`src/rtl/dispatch.sv`:
```
// Dispatch stage: routes the renamed instruction pair, in program order, into the
// ALU / MEM / MDU issue queues. It tracks partially dispatched pairs and snoops both
// CDBs so operands produced while a pair is held are not lost.

package uarch_pkg;
    parameter int TAG_WIDTH  = 5;
    parameter int DATA_WIDTH = 32;

    typedef struct packed {
        logic                  is_valid;
        logic                  is_load;
        logic                  is_store;
        logic                  is_muldiv;
        logic                  is_branch;
        logic                  is_jump;
        logic [3:0]            alu_op;
        logic [TAG_WIDTH-1:0]  rob_tag;
        logic                  rs1_renamed;
        logic [TAG_WIDTH-1:0]  rs1_tag;
        logic [DATA_WIDTH-1:0] rs1_data;
        logic                  rs2_renamed;
        logic [TAG_WIDTH-1:0]  rs2_tag;
        logic [DATA_WIDTH-1:0] rs2_data;
        logic [31:0]           imm;
    } renamed_inst_t;
endpackage

module dispatch #(
    parameter int TAG_WIDTH  = uarch_pkg::TAG_WIDTH,
    parameter int DATA_WIDTH = 32
) (
    input  logic                      clk,
    input  logic                      rst,
    input  logic                      flush,
    input  uarch_pkg::renamed_inst_t  renamed_inst0,
    input  uarch_pkg::renamed_inst_t  renamed_inst1,
    input  logic                      rename_adv,
    output logic                      dispatch_rdy,
    input  logic [1:0]                alu_rdy,
    output uarch_pkg::renamed_inst_t  alu_entry0,
    output uarch_pkg::renamed_inst_t  alu_entry1,
    output logic [1:0]                alu_we,
    input  logic [1:0]                mem_rdy,
    output uarch_pkg::renamed_inst_t  mem_entry0,
    output uarch_pkg::renamed_inst_t  mem_entry1,
    output logic [1:0]                mem_we,
    input  logic [1:0]                mdu_rdy,
    output uarch_pkg::renamed_inst_t  mdu_entry0,
    output uarch_pkg::renamed_inst_t  mdu_entry1,
    output logic [1:0]                mdu_we,
    input  logic                      cdb0_valid,
    input  logic [TAG_WIDTH-1:0]      cdb0_tag,
    input  logic [DATA_WIDTH-1:0]     cdb0_data,
    input  logic                      cdb1_valid,
    input  logic [TAG_WIDTH-1:0]      cdb1_tag,
    input  logic [DATA_WIDTH-1:0]     cdb1_data
);

    typedef enum logic [1:0] {
        StFresh   = 2'd0,
        StPartial = 2'd1,
        StSpent   = 2'd2
    } state_e;

    localparam logic [1:0] QAlu = 2'd0;
    localparam logic [1:0] QMem = 2'd1;
    localparam logic [1:0] QMdu = 2'd2;

    // Queue selection for one instruction.
    function automatic logic [1:0] route(input uarch_pkg::renamed_inst_t inst);
        if (inst.is_load || inst.is_store) begin
            return QMem;
        end else if (inst.is_muldiv) begin
            return QMdu;
        end
        return QAlu;
    endfunction

    // Encoded queue readiness to a free-slot count (saturating at 2).
    function automatic logic [1:0] slots(input logic [1:0] rdy);
        return rdy[1] ? 2'd2 : {1'b0, rdy[0]};
    endfunction

    // Operand override: held capture first, then same-cycle CDB0, then CDB1.
    function automatic logic [DATA_WIDTH:0] resolve(
        input logic                  ren,
        input logic [DATA_WIDTH-1:0] data,
        input logic                  cv,
        input logic [DATA_WIDTH-1:0] cd,
        input logic                  h0,
        input logic                  h1,
        input logic [DATA_WIDTH-1:0] d0,
        input logic [DATA_WIDTH-1:0] d1
    );
        if (cv) begin
            return {1'b0, cd};
        end else if (h0) begin
            return {1'b0, d0};
        end else if (h1) begin
            return {1'b0, d1};
        end
        return {ren, data};
    endfunction

    state_e state_q, state_d;

    // Operand index i = 2*slot + (0 for rs1, 1 for rs2).
    logic [3:0]            cap_v_q, cap_v_d;
    logic [DATA_WIDTH-1:0] cap_data_q [4];
    logic [DATA_WIDTH-1:0] cap_data_d [4];

    uarch_pkg::renamed_inst_t inst_in  [2];
    uarch_pkg::renamed_inst_t inst_fix [2];

    logic                  op_ren [4];
    logic [TAG_WIDTH-1:0]  op_tag [4];
    logic [3:0]            hit0, hit1;

    logic [1:0] qsel [2];
    logic [1:0] free0, free1, need1;
    logic       pend0, pend1, disp0, disp1, complete, kill, we0, we1, clr_cap;

    assign inst_in[0] = renamed_inst0;
    assign inst_in[1] = renamed_inst1;
    assign kill       = rst || flush;

    // Gather source operand tags and detect CDB matches on renamed operands.
    always_comb begin
        hit0 = '0;
        hit1 = '0;
        for (int s = 0; s < 2; s++) begin
            op_ren[2*s]   = inst_in[s].rs1_renamed;
            op_tag[2*s]   = inst_in[s].rs1_tag;
            op_ren[2*s+1] = inst_in[s].rs2_renamed;
            op_tag[2*s+1] = inst_in[s].rs2_tag;
        end
        for (int i = 0; i < 4; i++) begin
            hit0[i] = cdb0_valid && op_ren[i] && (cdb0_tag == op_tag[i]);
            hit1[i] = cdb1_valid && op_ren[i] && (cdb1_tag == op_tag[i]);
        end
    end

    // Instructions as presented to the queues, with captured/bypassed operands applied.
    always_comb begin
        for (int s = 0; s < 2; s++) begin
            inst_fix[s] = inst_in[s];
            {inst_fix[s].rs1_renamed, inst_fix[s].rs1_data} = resolve(
                inst_in[s].rs1_renamed, inst_in[s].rs1_data, cap_v_q[2*s],
                cap_data_q[2*s], hit0[2*s], hit1[2*s], cdb0_data, cdb1_data);
            {inst_fix[s].rs2_renamed, inst_fix[s].rs2_data} = resolve(
                inst_in[s].rs2_renamed, inst_in[s].rs2_data, cap_v_q[2*s+1],
                cap_data_q[2*s+1], hit0[2*s+1], hit1[2*s+1], cdb0_data, cdb1_data);
        end
    end

    // In-order dispatch decision for the held pair.
    always_comb begin
        qsel[0] = route(inst_in[0]);
        qsel[1] = route(inst_in[1]);

        unique case (qsel[0])
            QAlu:    free0 = slots(alu_rdy);
            QMem:    free0 = slots(mem_rdy);
            QMdu:    free0 = slots(mdu_rdy);
            default: free0 = 2'd0;
        endcase
        unique case (qsel[1])
            QAlu:    free1 = slots(alu_rdy);
            QMem:    free1 = slots(mem_rdy);
            QMdu:    free1 = slots(mdu_rdy);
            default: free1 = 2'd0;
        endcase

        // inst0 is only outstanding before anything of the pair was sent.
        pend0 = inst_in[0].is_valid && (state_q == StFresh);
        pend1 = inst_in[1].is_valid && (state_q != StSpent);

        disp0 = pend0 && (free0 != 2'd0);
        // inst1 needs a second slot when sharing a queue with inst0 this cycle.
        need1 = (disp0 && (qsel[0] == qsel[1])) ? 2'd2 : 2'd1;
        disp1 = pend1 && (!pend0 || disp0) && (free1 >= need1);

        complete = (state_q != StSpent) && (!pend0 || disp0) && (!pend1 || disp1);

        we0 = disp0 && !kill;
        we1 = disp1 && !kill;

        dispatch_rdy = !rst && (complete || (state_q == StSpent));
    end

    // Port packing: a lone instruction always lands on port 0.
    always_comb begin
        alu_we     = {we0 && we1 && qsel[0] == QAlu && qsel[1] == QAlu,
                      (we0 && qsel[0] == QAlu) || (we1 && qsel[1] == QAlu)};
        mem_we     = {we0 && we1 && qsel[0] == QMem && qsel[1] == QMem,
                      (we0 && qsel[0] == QMem) || (we1 && qsel[1] == QMem)};
        mdu_we     = {we0 && we1 && qsel[0] == QMdu && qsel[1] == QMdu,
                      (we0 && qsel[0] == QMdu) || (we1 && qsel[1] == QMdu)};
        alu_entry0 = (we0 && qsel[0] == QAlu) ? inst_fix[0] : inst_fix[1];
        mem_entry0 = (we0 && qsel[0] == QMem) ? inst_fix[0] : inst_fix[1];
        mdu_entry0 = (we0 && qsel[0] == QMdu) ? inst_fix[0] : inst_fix[1];
        alu_entry1 = inst_fix[1];
        mem_entry1 = inst_fix[1];
        mdu_entry1 = inst_fix[1];
    end

    // Pair-progress FSM next state.
    always_comb begin
        state_d = state_q;
        if (kill) begin
            state_d = StFresh;
        end else begin
            unique case (state_q)
                StFresh, StPartial: begin
                    if (complete) begin
                        state_d = rename_adv ? StFresh : StSpent;
                    end else if (disp0) begin
                        state_d = StPartial;
                    end
                end
                StSpent: begin
                    if (rename_adv) begin
                        state_d = StFresh;
                    end
                end
                default: state_d = StFresh;
            endcase
        end
    end

    // Operand captures live only as long as the held pair; a new pair wipes them.
    always_comb begin
        clr_cap = kill || rename_adv || ((state_d == StFresh) && (state_q != StFresh));
        cap_v_d = cap_v_q;
        for (int i = 0; i < 4; i++) begin
            cap_data_d[i] = cap_data_q[i];
            if (clr_cap) begin
                cap_v_d[i] = 1'b0;
            end else if (!cap_v_q[i] && (hit0[i] || hit1[i])) begin
                cap_v_d[i]    = 1'b1;
                cap_data_d[i] = hit0[i] ? cdb0_data : cdb1_data;
            end
        end
    end

    // State and capture registers.
    always_ff @(posedge clk) begin
        if (rst) begin
            state_q <= StFresh;
            cap_v_q <= '0;
            for (int i = 0; i < 4; i++) begin
                cap_data_q[i] <= '0;
            end
        end else begin
            state_q <= state_d;
            cap_v_q <= cap_v_d;
            for (int i = 0; i < 4; i++) begin
                cap_data_q[i] <= cap_data_d[i];
            end
        end
    end

endmodule

```
`config.mk`:
```
export PLATFORM = sky130hd
export DESIGN_NAME = dispatch
export DESIGN_NICKNAME = d
export VERILOG_FILES = /design/src/rtl/dispatch.sv
export SDC_FILE = /design/constraint.sdc
export NUM_CORES = 1
export LEC_CHECK = 0
export CORE_AREA = 2 2 415 417
export DETAILED_ROUTE_END_ITERATION = 10
export DIE_AREA = 0 0 417 419
export GPL_TIMING_DRIVEN = 1
export PLACE_DENSITY = 0.32
export RECOVER_POWER = 25
export SLEW_MARGIN = 40
export SYNTH_ARGS = -nofsm -noshare
export SYNTH_HDL_FRONTEND = slang
export SYNTH_SLANG_ARGS = --single-unit
```
`constraint.sdc`:
```
create_clock -name clk -period 4.4 [get_ports clk]
set_clock_uncertainty 0.2 [all_clocks]
set_input_delay 0.88 -clock clk [delete_from_list [all_inputs] [get_ports clk]]
set_output_delay 0.88 -clock clk [all_outputs]
set_load 0.02 [all_outputs]
```
Run 1, I/O nets highlighted:
Scale: 1 px per um.
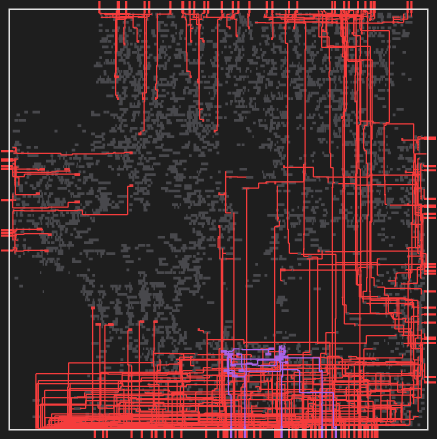
[alu_entry1] red | bits: 123 | direction: output | end cells: 66 | buffers: 226 | wire: 30.5 mm
[cdb1_tag] purple | bits: 5 | direction: input | end cells: 20 | buffers: 10 | wire: 839 um

Run 1, placement density heat map:
Scale: 1 px per um. 21 x 21 tiles, from dark blue (low) to red (high), 0 to 100% covered.
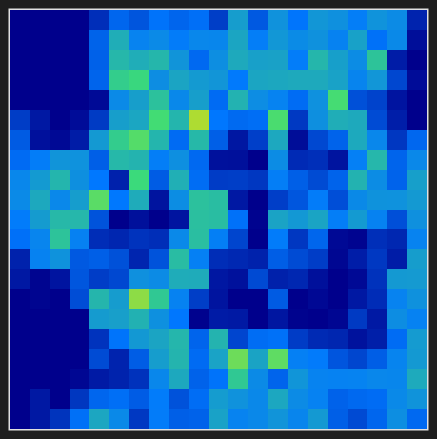
densest ninth of the die: top middle
fullest tile: 65%
mean over tiles: 21%
emptiest ninth of the die: bottom left
nearly empty tiles: 16%

Run 1, cell placement:
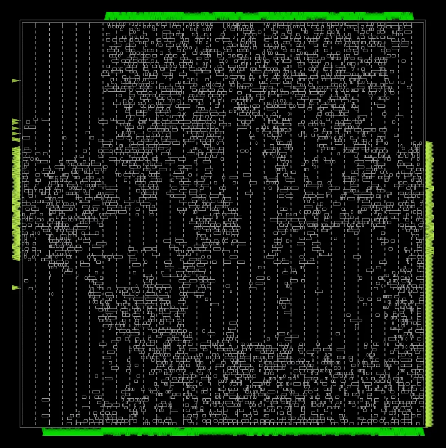
Non-Filler Instances: 6,464
sequential cell area share: 6.78%

Run 1, signal wires on met1:
Scale: 1.5 px per um. Supply wires on this layer in grey. Cells faint in the background.
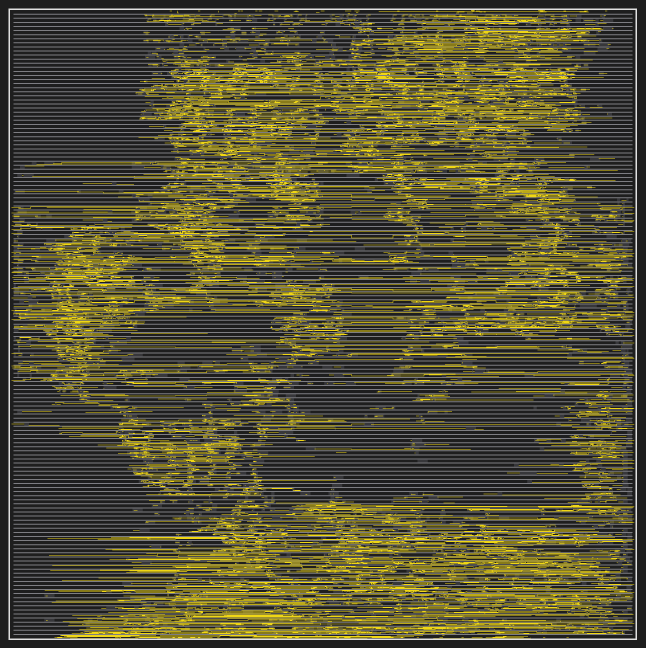
share of all routed wire: 44%
nets with wire on the layer: 4,088
wire length on this layer: 89.3 mm

==> run_results.csv, run 1 <==
group,metric,value,unit
setup_path,cp_cell_sequence,"buf_6 > or4b_4 > or4_4 > nand2_8 > buf_12 > buf_8 > or3_4 > o31ai_2 > a211oi_2 > buf_4 > buf_12",
logic_synthesis,synthArstFlopShare,0,%
clocking,htreeDepth,4,
layout,final_cell_mix,"nand2_1, buf_4, clkdlybuf4s50_1, nor2_1, buf_12",
layout,n_clock_buffer,17,
floorplanning,io_pins,1077,
logic_synthesis,aoi_share,23.6,%
timing,setup_ws,-80.1,ps
timing,rsz0062_at_grt,"true",
logic_synthesis,edf_count,0,
global_route,antenna_found_initial,97,
detailed_routing,wl_met3,10700,um
job,maxCapViolCount,1,
detailed_routing,wl_met2,98200,um
logic_synthesis,simple_gate_share,26.5,%
job,tool_warnings,28,
clocking,clock_sinks,134,
layout,reg_top3,"cap_data_q (128), cap_v_q (4), state_q (2)",
clocking,cts_buffer_depth,2,
timing,finalHoldWorstSlack,286,ps
floorplanning,rows,152,
layout,finalInstanceArea,0.0397,mm^2
logic_synthesis,top_area_share,14.3,%
placement,gp_congestion,0.995,
floorplanning,fp_util,11.3,%
clocking,post-cts-setup-buffer-count,124,
logic_synthesis,ys_seq_share,13.9,%
logic_synthesis,ys.flop_type,"dfxtp_1",
setup_path,critical_path_class,"primary input to primary output",
global_route,grt_use_met2,37.8,%
power_and_ir_drop,p_sw,2890,uW
layout,synthToLayoutAreaGrowth,106,%
power_and_ir_drop,combPwrFrac,56.4,%
timing,setup_viol,31,
setup_path,arrival,3400,ps
layout,nFillCells,19026,
placement,dp.cells,6251,
status,outcome,"finished, violations left",
clocking,cts_tree,"built",
setup_path,r2r-end,"cap_data_q[0][19]",
clocking,path_clk_slew,60,ps
global_route,grt_pass1_wl,262000,um
layout,buffers,1822,
power_and_ir_drop,p_comb,3820,uW
logic_synthesis,logic_family,"simple AND/OR/NAND/NOR gates",
layout,comb_area_share,36.9,%
timing,tightest_slew,1630,ps
setup_path,crit_end,"mdu_entry0[95]",
layout,logic_gate_count,2152,
placement,dpl-instance-area,0.0357,mm^2
global_route,grt_pass1_vias,26416,
setup_path,crit_slowest_cell,"or4_4",
power_and_ir_drop,power_leader,"combinational cells",
logic_synthesis,synth_area,0.0193,mm^2
global_route,grt_max_degree,58,
power_and_ir_drop,power_density,171,mW/mm^2
timing,relSlewSlack,-8.59,%
setup_path,startpoint_type,"primary input",
floorplanning,die_w,417,um
layout,inv_count,68,
status,failed_checks,"capacitance limit, slew limit, setup timing",
logic_synthesis,yosys.area_share.adder,0.130,%
power_and_ir_drop,ir_drop,0.331,mV
power_and_ir_drop,power_clock,1730,uW
layout,mi_logic_area,0.0147,mm^2
timing,slew_viol_final,33,
power_and_ir_drop,power_frac_seq,18.0,%
setup_path,regToRegStartpoint,"state_q[1]",
hold_path,holdPathEnd,"cap_data_q[0][30]",
hold_path,hold_class,"flip-flop to flip-flop",
floorplanning,chipArea,0.175,mm^2
global_route,top_usage_layer,"met2",
clocking,cts_buffers,17,
detailed_routing,ant_nets,0,
layout,drive_above_1_share,38.6,%
logic_synthesis,top_cells_by_count,"nand2_1, nor2_1, buf_4",
logic_synthesis,synthXorXnorAreaFrac,1.86,%
layout,buffer_area_share,46.9,%
logic_synthesis,synth.distinct_cells,63,
detailed_routing,wl,204000,um
timing,finalSetupTns,-872,ps
global_route,grtUsageMet3,3.34,%
logic_synthesis,ys_cells,2903,
power_and_ir_drop,swShare,42.6,%
timing,min_period,4480,ps
timing,finalCritPeriodShare,102,%
detailed_routing,drt-met1-wl,89300,um
detailed_routing,highest_layer,"met5",
setup_path,crit_required,3320,ps
floorplanning,tap_cells,2233,
power_and_ir_drop,internal_power,3890,uW
detailed_routing,dr.first_iter.drc_count,2151,
logic_synthesis,top_cell,"nand2_1",
setup_path,critical_path.top_delay_family,"simple AND/OR/NAND/NOR gates",
layout,n_antenna_cell,24,
==> run 1 -> run 2 <==
- SKIP_CTS_REPAIR_TIMING: not set -> 1
Run 2, cell placement:
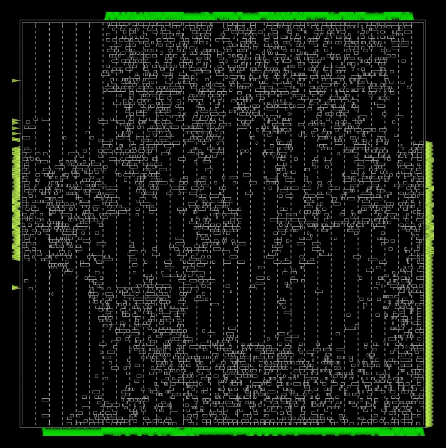
fillers: 19,049
Cell Rows: 152

==> run 2 against run 1 <==
The run still ends with capacitance limit, slew limit, setup timing left. Area after synthesis unchanged. Worst setup slack lost 25 ps. Cell count fell by 0.79%. Design area down 2.0%. First-iteration DRC count shrank 5.1%. Die area unchanged. Maximum frequency shrank 0.55%. Highest routed layer unchanged.
==> run_results.csv, run 2 <==
group,metric,value,unit
logic_synthesis,logic_family,"simple AND/OR/NAND/NOR gates",
clocking,path_clk_slew,60,ps
power_and_ir_drop,power_density,173,mW/mm^2
floorplanning,tap_cells,2233,
layout,final_cells,6413,
power_and_ir_drop,powerSeq,1220,uW
layout,mi_logic_area,0.0141,mm^2
logic_synthesis,ys.flop_type,"dfxtp_1",
setup_path,critical_path_class,"primary input to primary output",
logic_synthesis,edf_count,0,
clocking,htreeDepth,4,
power_and_ir_drop,swShare,42.4,%
detailed_routing,drt-met1-wl,87500,um
power_and_ir_drop,ir_drop,0.333,mV
clocking,cts_buffer_depth,2,
timing,setup_viol,17,
setup_path,crit_end,"alu_entry0[50]",
layout,reg_top3,"cap_data_q (128), cap_v_q (4), state_q (2)",
logic_synthesis,yosys.area_share.adder,0.130,%
layout,synthToLayoutAreaGrowth,102,%
clocking,clock_sinks,134,
layout,drive_above_1_share,32.3,%
timing,relSlewSlack,-5.78,%
global_route,grt_max_degree,58,
setup_path,worst-path-max-fanout,16,
logic_synthesis,top_cells_by_count,"nand2_1, nor2_1, buf_4",
job,maxCapViolCount,1,
layout,flop_area,0.00269,mm^2
logic_synthesis,ys_cells,2903,
power_and_ir_drop,p_sw,2850,uW
timing,finalHoldWorstSlack,284,ps
floorplanning,fp_util,11.3,%
timing,rsz0062_at_grt,"true",
layout,final_cell_mix,"nand2_1, buf_4, clkdlybuf4s50_1, nor2_1, dlymetal6s2s_1",
global_route,antenna_found_initial,99,
layout,inv_count,68,
placement,gp_congestion,0.995,
global_route,grt_usage,21.3,%
clocking,cts_root_buf,"clkbuf_16",
logic_synthesis,top_area_share,14.3,%
floorplanning,io_pins,1077,
logic_synthesis,synthArstFlopShare,0,%
layout,n_antenna_cell,30,
setup_path,startpoint_type,"primary input",
setup_path,crit_top_cell,"buf_4",
layout,lay_top_count,"nand2_1",
detailed_routing,dr.first_iter.drc_count,2042,
hold_path,holdPathEnd,"cap_data_q[0][30]",
detailed_routing,wl_met3,11900,um
timing,max_freq,0.222,GHz
floorplanning,chipArea,0.175,mm^2
global_route,grt_pass1_wl,250000,um
logic_synthesis,top_cell,"nand2_1",
global_route,grtUsageMet3,3.72,%
setup_path,regToRegStartpoint,"state_q[1]",
timing,finalCritPeriodShare,102,%
global_route,gr-usage-met1,27.9,%
setup_path,arrival,3420,ps
status,failed_checks,"capacitance limit, slew limit, setup timing",
setup_path,cp_cell_sequence,"buf_12 > buf_6 > xor2_2 > or4_4 > or2_4 > buf_4 > clkbuf_16 > nor2_1 > o31a_1 > buf_4 > mux2i_1 > buf_4 > buf_4",
setup_path,crit_required,3320,ps
detailed_routing,ant_nets,0,
placement,dp.cells,6251,
setup_path,critical_path.top_delay_family,"buffers and inverters",
layout,comb_area_share,36.3,%
hold_path,hold_class,"flip-flop to flip-flop",
logic_synthesis,synthXorXnorAreaFrac,1.86,%
logic_synthesis,synth.distinct_cells,63,
logic_synthesis,simple_gate_share,26.5,%
placement,place_ws,-1260,ps
layout,n_clock_buffer,17,
timing,tightest_slew,1590,ps
layout,buffer_area_share,47.1,%
timing,slew_viol_final,33,
timing,finalSetupTns,-585,ps
detailed_routing,via_count,27245,
logic_synthesis,synth.avg_cell_area,6.64,um^2
logic_synthesis,ys_seq_share,13.9,%
power_and_ir_drop,power_frac_seq,18.1,%
job,tool_warnings,27,
power_and_ir_drop,total_power,6720,uW
clocking,cts_buffers,17,
layout,finalInstanceArea,0.0389,mm^2
clocking,cts_tree,"built",
detailed_routing,highest_layer,"met5",
power_and_ir_drop,power_leader,"combinational cells",
layout,seq_area_share,6.93,%
setup_path,crit_slowest_cell,"or4_4",
global_route,grt_use_met2,36.0,%
floorplanning,die_w,417,um
power_and_ir_drop,internal_power,3870,uW
timing,min_period,4500,ps
global_route,top_usage_layer,"met2",
setup_path,r2r-end,"cap_data_q[2][28]",
floorplanning,die.size.y,419,um
detailed_routing,wl,201000,um
power_and_ir_drop,combPwrFrac,56.0,%
timing,setup_ws,-105,ps
layout,buffers,1765,
layout,logic_gate_count,2152,
global_route,grt_pass1_vias,25232,
power_and_ir_drop,power_clock,1740,uW
logic_synthesis,synth_area,0.0193,mm^2
power_and_ir_drop,p_comb,3760,uW
placement,dpl-instance-area,0.0357,mm^2
detailed_routing,wl_met2,96600,um
logic_synthesis,aoi_share,23.6,%
status,outcome,"finished, violations left",
Run 2, I/O nets highlighted:
Scale: 1 px per um.
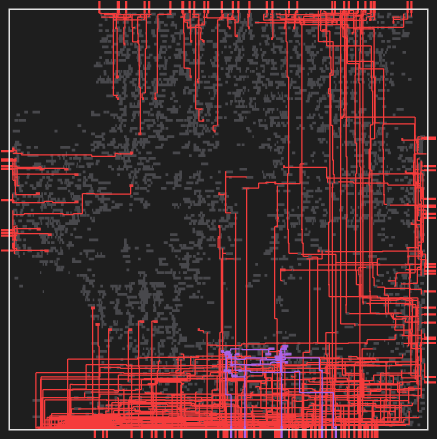

==> run 2 -> run 3 <==
- CTS_CLUSTER_DIAMETER: not set -> 50
- REMOVE_ABC_BUFFERS: not set -> 1
Run 3, I/O nets highlighted:
Scale: 1 px per um.
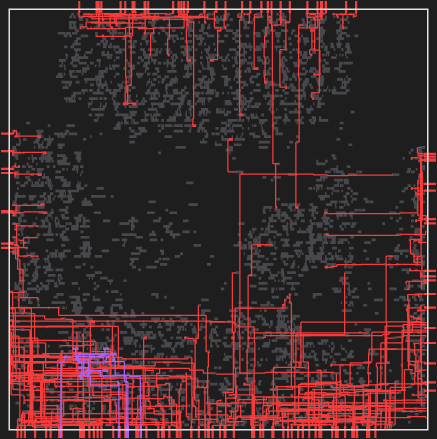
[cdb1_tag] purple | bits: 5 | direction: input | end cells: 20 | buffers: 11 | wire: 692 um
[alu_entry1] red | bits: 123 | direction: output | end cells: 66 | buffers: 223 | wire: 20.8 mm

==> run 3 against run 2 <==
The flow finishes with violations (setup timing). Sequential power about the same. Critical path depth increased by 1. Routed wire length decreased by 2.6%. Combinational power decreased by 5.9%. Sequential share of layout area increased by 0.083 points. Global-route usage decreased by 1.8 points. Flip-flop count unchanged. Synthesized cell count unchanged. Die area unchanged. Cell count decreased by 0.98%. Via count decreased by 1.6%. Worst setup slack improved by 33 ps. Critical endpoint is now alu_entry0[86].
==> run_results.csv, run 3 <==
group,metric,value,unit
status,outcome,"finished, violations left",
status,failed_checks,"setup timing",
clocking,cts_root_buf,"clkbuf_16",
setup_path,cp_cell_sequence,"buf_8 > buf_6 > xnor2_2 > nand4_1 > buf_6 > buf_6 > buf_6 > o22ai_4 > buf_6 > buf_12 > nand2b_4 > a31oi_4 > a2111oi_4 > buf_4",
timing,rsz0062_at_grt,"true",
clocking,cts_tree,"built",
layout,buffer_area_share,46.1,%
setup_path,rr_worst_depth,6,
logic_synthesis,top_cells_by_count,"nand2_1, nor2_1, buf_4",
global_route,antenna_found_initial,71,
logic_synthesis,top_cell,"nand2_1",
timing,slew_viol_final,0,
layout,final_cells,6350,
power_and_ir_drop,p_sw,2720,uW
floorplanning,die_w,417,um
logic_synthesis,ys_cells,2903,
global_route,top_usage_layer,"met2",
clocking,htreeDepth,4,
timing,setup_ws,-71.3,ps
logic_synthesis,ys_seq_share,13.9,%
job,maxCapViolCount,0,
setup_path,r2r-end,"cap_data_q[2][10]",
detailed_routing,ant_nets,0,
global_route,grt_usage,19.5,%
power_and_ir_drop,total_power,6460,uW
detailed_routing,wl,196000,um
layout,flop-count,134,
power_and_ir_drop,powerSeq,1220,uW
layout,synthToLayoutAreaGrowth,99.7,%
clocking,cts_buffer_depth,2,
layout,n_antenna_cell,19,
global_route,grtUsageMet3,4.22,%
timing,finalCritPeriodShare,102,%
power_and_ir_drop,power_clock,1700,uW
timing,finalSetupTns,-224,ps
detailed_routing,drt-met1-wl,83600,um
layout,final_cell_mix,"nand2_1, buf_4, clkdlybuf4s50_1, nor2_1, dlymetal6s2s_1",
layout,lay_top_count,"nand2_1",
power_and_ir_drop,ir_drop,0.313,mV
clocking,cts_buffers,17,
logic_synthesis,logic_family,"simple AND/OR/NAND/NOR gates",
clocking,path_clk_slew,70,ps
detailed_routing,via_count,26809,
power_and_ir_drop,internal_power,3740,uW
power_and_ir_drop,power_frac_seq,18.9,%
logic_synthesis,aoi_share,23.6,%
detailed_routing,post-route-drc-count,0,
logic_synthesis,yosys.area_share.adder,0.130,%
logic_synthesis,top_area_share,14.3,%
global_route,grt_max_degree,61,
global_route,gr-usage-met1,24.1,%
layout,drive_above_1_share,31.5,%
logic_synthesis,synthArstFlopShare,0,%
power_and_ir_drop,p_comb,3540,uW
timing,max_freq,0.224,GHz
placement,dp.cells,6173,
global_route,grt_use_met2,34.4,%
setup_path,regToRegStartpoint,"state_q[1]",
job,tool_warnings,26,
global_route,grt_overflow,0,
setup_path,critical_path.top_delay_family,"buffers and inverters",
floorplanning,die.size.y,419,um
layout,comb_area_share,37.2,%
setup_path,critical_path_class,"primary input to primary output",
floorplanning,tap_cells,2233,
hold_path,holdPathEnd,"cap_data_q[0][17]",
placement,place_ws,-1220,ps
logic_synthesis,synthXorXnorAreaFrac,1.86,%
logic_synthesis,synth_area,0.0193,mm^2
power_and_ir_drop,power_density,168,mW/mm^2
floorplanning,io_pins,1077,
logic_synthesis,synth.distinct_cells,63,
power_and_ir_drop,swShare,42.0,%
timing,setup_viol,9,
detailed_routing,highest_layer,"met5",
layout,finalInstanceArea,0.0385,mm^2
logic_synthesis,ys.flop_type,"dfxtp_1",
floorplanning,chipArea,0.175,mm^2
setup_path,crit_end,"alu_entry0[86]",
logic_synthesis,edf_count,0,
layout,mi_logic_area,0.0143,mm^2
global_route,grt_pass1_wl,233000,um
floorplanning,fp_util,11.3,%
setup_path,arrival,3390,ps
setup_path,worst-path-max-fanout,8,
clocking,clock_sinks,134,
detailed_routing,dr.first_iter.drc_count,1945,
layout,buffers,1713,
setup_path,crit_required,3320,ps
layout,nFillCells,18989,
layout,reg_top3,"cap_data_q (128), cap_v_q (4), state_q (2)",
layout,n_clock_buffer,21,
timing,relSlewSlack,47.2,%
setup_path,crit_top_cell,"buf_6",
detailed_routing,wl_met2,95600,um
floorplanning,rows,152,
layout,logic_gate_count,2151,
placement,gp_congestion,0.886,
timing,min_period,4470,ps
setup_path,startpoint_type,"primary input",
placement,dpl-instance-area,0.0347,mm^2
logic_synthesis,simple_gate_share,26.5,%
setup_path,crit_slowest_cell,"a2111oi_4",
timing,tightest_slew,792,ps
layout,seq_area_share,7.01,%
detailed_routing,wl_met3,12100,um
logic_synthesis,synth.avg_cell_area,6.64,um^2
hold_path,hold_class,"flip-flop to flip-flop",
layout,inv_count,68,
global_route,grt_pass1_vias,24985,
power_and_ir_drop,power_leader,"combinational cells",
power_and_ir_drop,combPwrFrac,54.8,%
timing,finalHoldWorstSlack,289,ps
layout,flop_area,0.00270,mm^2
Power is estimated from default activity; no workload was simulated.
